**config.mk**
```make
export PLATFORM = sky130hd
export DESIGN_NAME = uart_tx_arbiter
export DESIGN_NICKNAME = d
export VERILOG_FILES = /design/src/rtl/uart_arb_pkg.sv /design/src/rtl/rr_pick2.sv /design/src/rtl/uart_tx_arbiter.sv
export SDC_FILE = /design/constraint.sdc
export NUM_CORES = 1
export LEC_CHECK = 0
export CORE_MARGIN = 5
export CORE_UTILIZATION = 25
export DETAILED_ROUTE_END_ITERATION = 7
export GPL_TIMING_DRIVEN = 0
export PLACE_DENSITY_LB_ADDON = 0.2
export SLEW_MARGIN = 5
export SYNTH_ARGS = -nofsm -noshare
export SYNTH_HDL_FRONTEND = slang
export SYNTH_HIERARCHICAL = 1
export SYNTH_SLANG_ARGS = --single-unit
```
**constraint.sdc**
```tcl
create_clock -name clk -period 2.5 [get_ports clk]
set_input_delay 0.5 -clock clk [delete_from_list [all_inputs] [get_ports clk]]
set_output_delay 0.5 -clock clk [all_outputs]
set_load 0.01 [all_outputs]
```
**src/rtl/uart_arb_pkg.sv**
```systemverilog
// rtl/uart_arb_pkg.sv - shared encodings for the UART TX write-port arbiter
package uart_arb_pkg;

    typedef enum logic {
        ST_IDLE = 1'b0,
        ST_LOCK = 1'b1
    } arb_state_t;

    localparam logic OWN0 = 1'b0;
    localparam logic OWN1 = 1'b1;

    localparam logic [1:0] GNT_NONE = 2'b00;
    localparam logic [1:0] GNT0     = 2'b01;
    localparam logic [1:0] GNT1     = 2'b10;

    function automatic logic [1:0] owner_grant(input logic owner);
        return (owner == OWN1) ? GNT1 : GNT0;
    endfunction

endpackage

```
**src/rtl/rr_pick2.sv**
```systemverilog
// rtl/rr_pick2.sv - two-way round-robin pick; the side that did not win last goes first
module rr_pick2
    import uart_arb_pkg::*;
(
    input  logic valid0,
    input  logic valid1,
    input  logic last_owner,
    output logic any_valid,
    output logic winner
);

    always_comb begin
        any_valid = valid0 | valid1;
        winner    = OWN0;
        if (valid0 && valid1) begin
            winner = ~last_owner;
        end else if (valid1) begin
            winner = OWN1;
        end
    end

endmodule

```
**src/rtl/uart_tx_arbiter.sv**
```systemverilog
// rtl/uart_tx_arbiter.sv - packet-locked round-robin share of the UART TX FIFO write port
module uart_tx_arbiter
    import uart_arb_pkg::*;
#(
    parameter int DATA_W  = 8,
    parameter int TIMEOUT = 1024,
    parameter int CNT_W   = 10
) (
    input  logic              clk,
    input  logic              reset,
    input  logic              req0_valid,
    input  logic [DATA_W-1:0] req0_data,
    input  logic              req0_last,
    output logic              req0_ready,
    input  logic              req1_valid,
    input  logic [DATA_W-1:0] req1_data,
    input  logic              req1_last,
    output logic              req1_ready,
    input  logic              tx_full,
    output logic              wr_uart,
    output logic [DATA_W-1:0] w_data,
    output logic [1:0]        grant,
    output logic              abort
);

    arb_state_t        state;
    logic              owner;
    logic              last_owner;
    logic [CNT_W-1:0]  idle_cnt;

    logic              pick_any;
    logic              pick_winner;
    logic              owner_valid;
    logic              owner_last;
    logic [DATA_W-1:0] owner_data;
    logic              xfer;
    logic              timeout_hit;

    rr_pick2 u_pick (
        .valid0     (req0_valid),
        .valid1     (req1_valid),
        .last_owner (last_owner),
        .any_valid  (pick_any),
        .winner     (pick_winner)
    );

    // Reset gates the strobe so nothing reaches the FIFO while the lock is being dropped.
    always_comb begin
        owner_valid = (owner == OWN1) ? req1_valid : req0_valid;
        owner_last  = (owner == OWN1) ? req1_last  : req0_last;
        owner_data  = (owner == OWN1) ? req1_data  : req0_data;
        xfer        = (state == ST_LOCK) && owner_valid && !tx_full && !reset;
        timeout_hit = (state == ST_LOCK) && !owner_valid
                      && (idle_cnt == CNT_W'(TIMEOUT - 1));
    end

    assign wr_uart    = xfer;
    assign req0_ready = xfer && (owner == OWN0);
    assign req1_ready = xfer && (owner == OWN1);
    assign w_data     = xfer ? owner_data : '0;

    always_ff @(posedge clk) begin
        if (reset) begin
            state      <= ST_IDLE;
            owner      <= OWN0;
            last_owner <= OWN1;
            idle_cnt   <= '0;
            grant      <= GNT_NONE;
            abort      <= 1'b0;
        end else begin
            abort <= 1'b0;
            case (state)
                ST_IDLE: begin
                    if (pick_any) begin
                        state    <= ST_LOCK;
                        owner    <= pick_winner;
                        grant    <= owner_grant(pick_winner);
                        idle_cnt <= '0;
                    end
                end
                ST_LOCK: begin
                    if (xfer) begin
                        idle_cnt <= '0;
                        if (owner_last) begin
                            state      <= ST_IDLE;
                            last_owner <= owner;
                            grant      <= GNT_NONE;
                        end
                    end else if (!owner_valid) begin
                        // Only an absent owner ages the lock; FIFO back-pressure never does.
                        if (timeout_hit) begin
                            state      <= ST_IDLE;
                            last_owner <= owner;
                            grant      <= GNT_NONE;
                            idle_cnt   <= '0;
                            abort      <= 1'b1;
                        end else begin
                            idle_cnt <= idle_cnt + 1'b1;
                        end
                    end
                end
                default: state <= ST_IDLE;
            endcase
        end
    end

endmodule
```
==> images/cell_classes.png <==
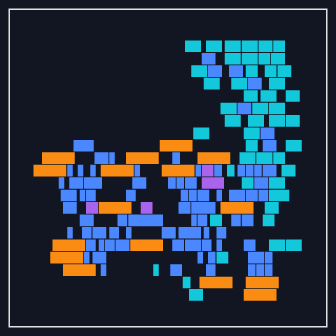
| color | class | cells |
|---|---|---|
| orange | flip-flops | 16 |
| blue | all other logic | 80 |
| cyan | other buffers and delay cells | 48 |
| purple | clock drivers and dummy loads | 4 |

==> images/final_clocks.png <==
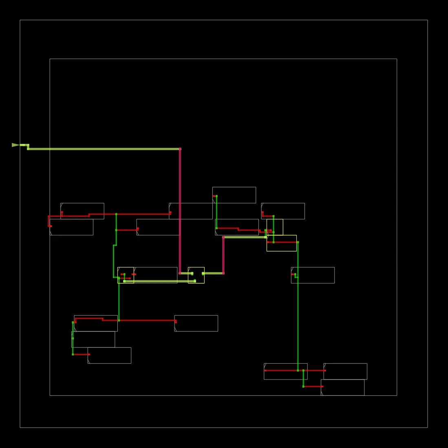
sinks on the clock net: 16
number of buffers created by CTS: 3
Layout Skew: 4.96 ps
clock buffer instance count of the final layout: 4
clk pwr: 0.000172 W

==> images/clock_map.png <==
The bar under the picture is 20 um long.
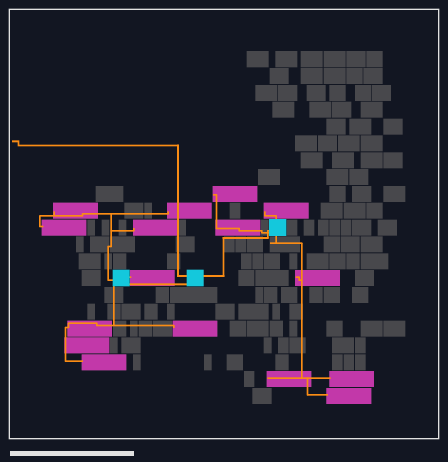
[orange] clock wires | length: 228 um
[magenta] flip-flops | count: 16
[cyan] cells driving clock nets | count: 3
routed clock nets: 4
clock power share: 30.9%
clk_lat worst skew: 290 ps

==> images/wire_density.png <==
The die is cut into 14 by 14 equal tiles; dark blue is low, red is high, scaled to the fullest tile. Values are wire area over tile area, all layers added.
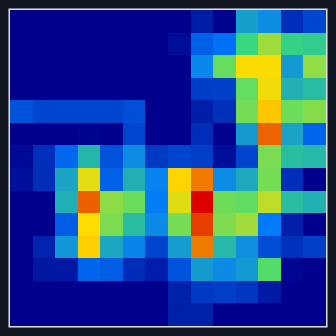
fullest tile: 0.42
emptiest ninth of the die: north-west
tiles over half the peak: 17%
nearly empty tiles: 37%
mean over tiles: 0.091

==> images/registers.png <==
Other sequential cells in the stronger gray, the rest of the logic in the fainter gray.
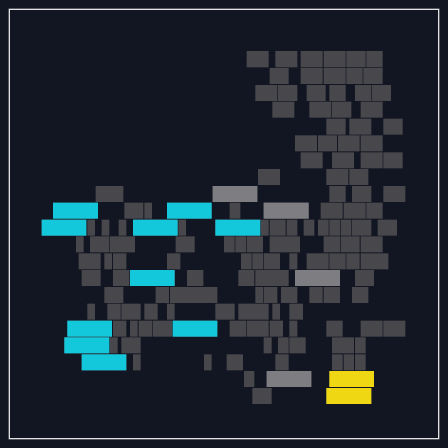
| color | netlist name | flops |
|---|---|---|
| cyan | idle_cnt | 10 |
| yellow | grant | 2 |
not colored: 4

==> flow_summary.html <==
<h2>Synthesis and place &amp; route</h2>
<table>
<tr><th>Metric</th><th>Value</th></tr>
<tr><th colspan="2">Finish</th></tr>
<tr><td>Number of antenna diodes</td><td>0</td></tr>
<tr><td>Number of flip-flops and latches</td><td>16</td></tr>
<tr><td>Layout overhead on the synthesized area</td><td>59.5%</td></tr>
<tr><td>Top cell excl fill/tap</td><td>sky130_fd_sc_hd__clkdlybuf4s50_1</td></tr>
<tr><th colspan="2">Die</th></tr>
<tr><td>Fp util</td><td>26.0%</td></tr>
<tr><th colspan="2">Logic synthesis</th></tr>
<tr><td>Post-synth seq share</td><td>36.6%</td></tr>
<tr><td>Library cells used by synthesis</td><td>38</td></tr>
<tr><td>Ys cells</td><td>98</td></tr>
<tr><th colspan="2">Pwr</th></tr>
<tr><td>Worst IR drop on VDD</td><td>0.279 mV</td></tr>
<tr><td>Power density over cell area</td><td>399 nW/um^2</td></tr>
<tr><td>Power Sequential</td><td>0.000270 W</td></tr>
<tr><th colspan="2">Clock tree</th></tr>
<tr><td>Count of hold-fix buffers inserted at cts</td><td>0</td></tr>
<tr><td>Clock-pin slew reported for the worst setup and hold paths after clock tree synthesis</td><td>90 ps</td></tr>
<tr><td>Cell at the root of the clock tree</td><td>sky130_fd_sc_hd__clkbuf_4</td></tr>
<tr><th colspan="2">Critical path</th></tr>
<tr><td>Cell-by-cell listing of the critical path</td><td>inv_1, nand4_1, clkinv_2, buf_4, a22o_1, dlygate4sd2_1</td></tr>
<tr><td>Slack of the worst reg-to-reg path</td><td>540 ps</td></tr>
<tr><td>Number of cells on the critical path</td><td>6</td></tr>
<tr><th colspan="2">Final timing</th></tr>
<tr><td>Worst slew pin tran</td><td>466 ps</td></tr>
<tr><td>Final number of setup-violating endpoints</td><td>0</td></tr>
<tr><td>Highest attainable clock frequency</td><td>0.436 GHz</td></tr>
<tr><th colspan="2">Routing</th></tr>
<tr><td>Routed WL per cell</td><td>13.7 um</td></tr>
<tr><th colspan="2">GRT</th></tr>
<tr><td>Most used routing layer</td><td>met2</td></tr>
<tr><th colspan="2">Min path</th></tr>
<tr><td>Hold endpoint</td><td>grant[1]</td></tr>
<tr><td>Min-delay src</td><td>grant[1]</td></tr>
<tr><th colspan="2">Outcome</th></tr>
<tr><td>Outcome</td><td>finished clean</td></tr>
<tr><th colspan="2">Placed design</th></tr>
<tr><td>IO buf count</td><td>35</td></tr>
</table>
-- cell usage after synthesis --
library cell,count
sky130_fd_sc_hd__clkinv_1,2
sky130_fd_sc_hd__a21boi_0,1
sky130_fd_sc_hd__and3_4,1
sky130_fd_sc_hd__inv_1,3
sky130_fd_sc_hd__o21a_1,1
sky130_fd_sc_hd__mux2i_1,1
sky130_fd_sc_hd__ha_1,1
sky130_fd_sc_hd__mux2_4,1
sky130_fd_sc_hd__a211oi_1,1
sky130_fd_sc_hd__clkbuf_1,1
sky130_fd_sc_hd__or2_1,1
sky130_fd_sc_hd__nor3_1,1
sky130_fd_sc_hd__or2b_1,1
sky130_fd_sc_hd__nor2_1,11
sky130_fd_sc_hd__or3_2,1
sky130_fd_sc_hd__a22o_1,8
sky130_fd_sc_hd__a21oi_2,1
sky130_fd_sc_hd__o22ai_1,1
sky130_fd_sc_hd__and2_1,1
sky130_fd_sc_hd__and3_1,3
sky130_fd_sc_hd__buf_2,2
sky130_fd_sc_hd__a21oi_1,4
sky130_fd_sc_hd__nand2_1,5
sky130_fd_sc_hd__a311o_1,1
sky130_fd_sc_hd__nand4_4,1
sky130_fd_sc_hd__o22a_1,1
sky130_fd_sc_hd__nand4_1,6
sky130_fd_sc_hd__and3_2,1
sky130_fd_sc_hd__o21ai_0,4
sky130_fd_sc_hd__xnor2_1,1
sky130_fd_sc_hd__xor2_1,7
sky130_fd_sc_hd__or4b_1,1
sky130_fd_sc_hd__a21boi_1,1
sky130_fd_sc_hd__or4_1,1
sky130_fd_sc_hd__o211a_1,1
sky130_fd_sc_hd__dfxtp_1,16
sky130_fd_sc_hd__mux2i_2,1
sky130_fd_sc_hd__nand3_1,2
No activity file was given, so power comes from the tool's default toggle rates.
